`config.mk`:
```
export PLATFORM = sky130hd
export DESIGN_NAME = sar_adc_ctrl
export DESIGN_NICKNAME = d
export VERILOG_FILES = /design/src/rtl/sar_pkg.sv /design/src/rtl/sar_result_reg.sv /design/src/rtl/sar_adc_ctrl.sv
export SDC_FILE = /design/constraint.sdc
export NUM_CORES = 1
export LEC_CHECK = 0
export CAP_MARGIN = 20
export CORE_ASPECT_RATIO = 0.75
export CORE_UTILIZATION = 46
export CTS_CLUSTER_DIAMETER = 30
export DETAILED_ROUTE_END_ITERATION = 10
export HOLD_SLACK_MARGIN = 0.05
export PLACE_DENSITY_LB_ADDON = 0.15
export SLEW_MARGIN = 20
export SYNTH_ARGS = -nofsm -noshare
export SYNTH_HDL_FRONTEND = slang
export SYNTH_SLANG_ARGS = --single-unit
```
`constraint.sdc`:
```
create_clock -name clk -period 1.7 [get_ports clk]
set_input_delay 0.255 -clock clk [delete_from_list [all_inputs] [get_ports clk]]
set_output_delay 0.255 -clock clk [all_outputs]
set_load 0.01 [all_outputs]
```
`src/rtl/sar_pkg.sv`:
```
// Shared definitions for the SAR ADC controller: default parameters,
// conversion state encoding and counter-width helpers.
package sar_pkg;

    localparam int unsigned DEF_WIDTH         = 8;
    localparam int unsigned DEF_SETTLE        = 1;
    localparam int unsigned DEF_SAMPLE_CYCLES = 2;

    typedef enum logic [1:0] {
        ST_IDLE   = 2'd0,
        ST_SAMPLE = 2'd1,
        ST_TRIAL  = 2'd2
    } sar_state_e;

    // Bit-index counter width; WIDTH >= 2 keeps this at least 1.
    function automatic int unsigned idx_width(input int unsigned width);
        return $clog2(width);
    endfunction

    // Shared settle/sample counter width, sized for the longer of the two phases.
    function automatic int unsigned cnt_width(input int unsigned settle,
                                              input int unsigned sample_cycles);
        int unsigned m;
        m = (settle > sample_cycles) ? settle : sample_cycles;
        return $clog2(m + 1);
    endfunction

endpackage

```
`src/rtl/sar_result_reg.sv`:
```
// Result holding register for the SAR controller.
// Ports: clk/rst (sync active-high), load_i + code_i (new conversion code),
//        ready_i (consumer accept), result_o/valid_o (held result),
//        overrun_o (sticky: a load overwrote an unconsumed result).
module sar_result_reg #(
    parameter int unsigned WIDTH = 8
) (
    input  logic             clk,
    input  logic             rst,
    input  logic             load_i,
    input  logic [WIDTH-1:0] code_i,
    input  logic             ready_i,
    output logic [WIDTH-1:0] result_o,
    output logic             valid_o,
    output logic             overrun_o
);

    logic [WIDTH-1:0] r_result;
    logic             r_valid;
    logic             r_overrun;

    // A load wins over a same-edge handshake; overrun only when nobody took the old value.
    always_ff @(posedge clk) begin
        if (rst) begin
            r_result  <= '0;
            r_valid   <= 1'b0;
            r_overrun <= 1'b0;
        end else if (load_i) begin
            r_result <= code_i;
            r_valid  <= 1'b1;
            if (r_valid && !ready_i) begin
                r_overrun <= 1'b1;
            end
        end else if (r_valid && ready_i) begin
            r_valid <= 1'b0;
        end
    end

    assign result_o  = r_result;
    assign valid_o   = r_valid;
    assign overrun_o = r_overrun;

endmodule

```
`src/rtl/sar_adc_ctrl.sv`:
```
// Parametrised successive-approximation ADC controller.
// Ports: clk/rst (sync active-high); start_i, cont_i, abort_i control;
//        cmp_i comparator (1 = keep trial bit); dac_o trial code;
//        sample_o track/hold; busy_o not idle; result_o/valid_o/ready_i
//        result handshake; overrun_o sticky overwrite flag.
module sar_adc_ctrl
    import sar_pkg::*;
#(
    parameter int unsigned WIDTH         = DEF_WIDTH,
    parameter int unsigned SETTLE        = DEF_SETTLE,
    parameter int unsigned SAMPLE_CYCLES = DEF_SAMPLE_CYCLES
) (
    input  logic             clk,
    input  logic             rst,
    input  logic             start_i,
    input  logic             cont_i,
    input  logic             abort_i,
    input  logic             cmp_i,
    output logic [WIDTH-1:0] dac_o,
    output logic             sample_o,
    output logic             busy_o,
    output logic [WIDTH-1:0] result_o,
    output logic             valid_o,
    input  logic             ready_i,
    output logic             overrun_o
);

    localparam int unsigned KW = idx_width(WIDTH);
    localparam int unsigned CW = cnt_width(SETTLE, SAMPLE_CYCLES);

    localparam logic [KW-1:0] K_TOP       = KW'(WIDTH - 1);
    localparam logic [CW-1:0] SETTLE_LAST = CW'(SETTLE - 1);
    localparam logic [CW-1:0] SAMPLE_LAST = CW'(SAMPLE_CYCLES - 1);

    sar_state_e       r_state, w_state_nxt;
    logic [CW-1:0]    r_cnt,   w_cnt_nxt;
    logic [KW-1:0]    r_k,     w_k_nxt;
    logic [WIDTH-1:0] r_code,  w_code_nxt;

    logic [WIDTH-1:0] w_trial_bit;
    logic [WIDTH-1:0] w_trial_code;
    logic [WIDTH-1:0] w_kept_code;
    logic             w_load;

    // r_code only ever holds decided bits above k, so "clear" is just r_code.
    assign w_trial_bit  = WIDTH'(1) << r_k;
    assign w_trial_code = r_code | w_trial_bit;
    assign w_kept_code  = cmp_i ? w_trial_code : r_code;

    // State and counter registers.
    always_ff @(posedge clk) begin
        if (rst) begin
            r_state <= ST_IDLE;
            r_cnt   <= '0;
            r_k     <= '0;
            r_code  <= '0;
        end else begin
            r_state <= w_state_nxt;
            r_cnt   <= w_cnt_nxt;
            r_k     <= w_k_nxt;
            r_code  <= w_code_nxt;
        end
    end

    // Next-state logic; abort beats completion and start.
    always_comb begin
        w_state_nxt = r_state;
        w_cnt_nxt   = r_cnt;
        w_k_nxt     = r_k;
        w_code_nxt  = r_code;
        w_load      = 1'b0;

        case (r_state)
            ST_IDLE: begin
                w_cnt_nxt  = '0;
                w_code_nxt = '0;
                if (start_i) begin
                    w_state_nxt = ST_SAMPLE;
                end
            end

            ST_SAMPLE: begin
                if (abort_i) begin
                    w_state_nxt = ST_IDLE;
                    w_cnt_nxt   = '0;
                    w_code_nxt  = '0;
                end else if (r_cnt == SAMPLE_LAST) begin
                    w_state_nxt = ST_TRIAL;
                    w_cnt_nxt   = '0;
                    w_k_nxt     = K_TOP;
                    w_code_nxt  = '0;
                end else begin
                    w_cnt_nxt = r_cnt + CW'(1);
                end
            end

            ST_TRIAL: begin
                if (abort_i) begin
                    w_state_nxt = ST_IDLE;
                    w_cnt_nxt   = '0;
                    w_code_nxt  = '0;
                end else if (r_cnt == SETTLE_LAST) begin
                    w_cnt_nxt  = '0;
                    w_code_nxt = w_kept_code;
                    if (r_k == '0) begin
                        w_load      = 1'b1;
                        w_code_nxt  = '0;
                        w_state_nxt = cont_i ? ST_SAMPLE : ST_IDLE;
                    end else begin
                        w_k_nxt = r_k - KW'(1);
                    end
                end else begin
                    w_cnt_nxt = r_cnt + CW'(1);
                end
            end

            default: begin
                w_state_nxt = ST_IDLE;
                w_cnt_nxt   = '0;
                w_code_nxt  = '0;
            end
        endcase
    end

    // Analog-side outputs are pure decodes of registered state.
    assign dac_o    = (r_state == ST_TRIAL) ? w_trial_code : '0;
    assign sample_o = (r_state == ST_SAMPLE);
    assign busy_o   = (r_state != ST_IDLE);

    sar_result_reg #(
        .WIDTH (WIDTH)
    ) u_result (
        .clk       (clk),
        .rst       (rst),
        .load_i    (w_load),
        .code_i    (w_kept_code),
        .ready_i   (ready_i),
        .result_o  (result_o),
        .valid_o   (valid_o),
        .overrun_o (overrun_o)
    );

endmodule

```
==> reports/qor.yml <==
outcome: "finished, violations left"
violations: "setup timing"
grt_max_degree: 19
hold_end: "u_result.overrun_o"
cts_num_sinks: 25
end_kind: "register"
cap_violations: 0
dpl_worst_slack_ns: -0.202
warnings: 37
p_clk_uw: 359
layout_setup_ws_ns: -0.148
ff_count: 25
clk_latency_ns: 0.28
critPathBufInv: 3
ys_dominant_reg_cell: "dfxtp_1"
diodes: 0
vdd.ir_drop.worst_mv: 0.768
logic_family: "AND-OR/OR-AND gates"
ff_latch_area_um2: 513
dieHeight_um: 49.3
finalSetupViolations: 11
crit_path_start: "r_state[0]"
synthSimpleGateAreaFrac_pct: 19.5
hold_start: "u_result.overrun_o"
critical_path_arrival_ns: 2.03
firstDrtPassIters: 4
pwr-share-seq_pct: 30.8
### Track usage over the die

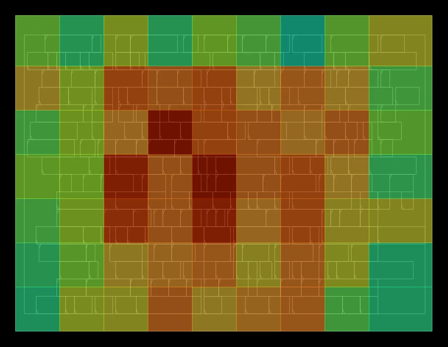
GR Util met2: 46.2%
Tot GR Track Use: 26.0%
Layout Utilization: 81.9%
GRT busiest layer: met2
wire per inst: 17.9 um

### Placement by cell class

The bar under the picture is 20 um long.
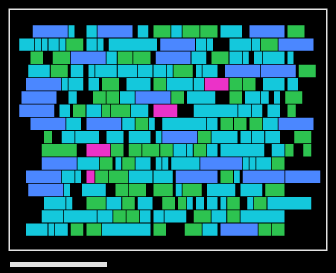
class	color	cells	share of their area
registers	blue	25	23%
remaining buffers and delay cells	green	69	27%
remaining logic cells	cyan	117	47%
clock drivers and dummy loads	magenta	4	2.1%
fraction of area in registers: 23.0%
total core area: 2720 um^2
Design Area, Final: 2230 um^2
FP Rows: 16

### Clock wires, drivers and flops

The bar under the picture is 20 um long.
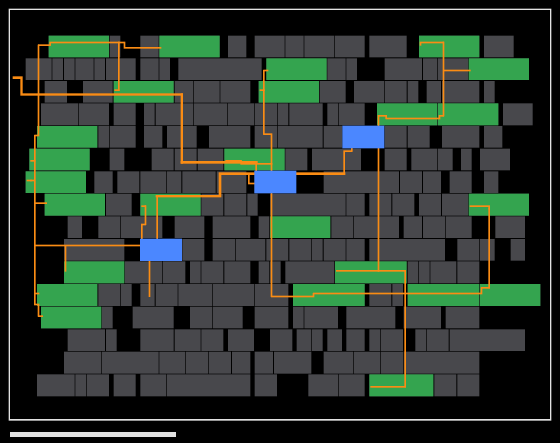
[clock wires] orange | length: 323 um
[flip-flops] green | count: 25
[clock-net drivers] blue | count: 3
routed clock nets	4

Power is estimated from default activity; no workload was simulated.
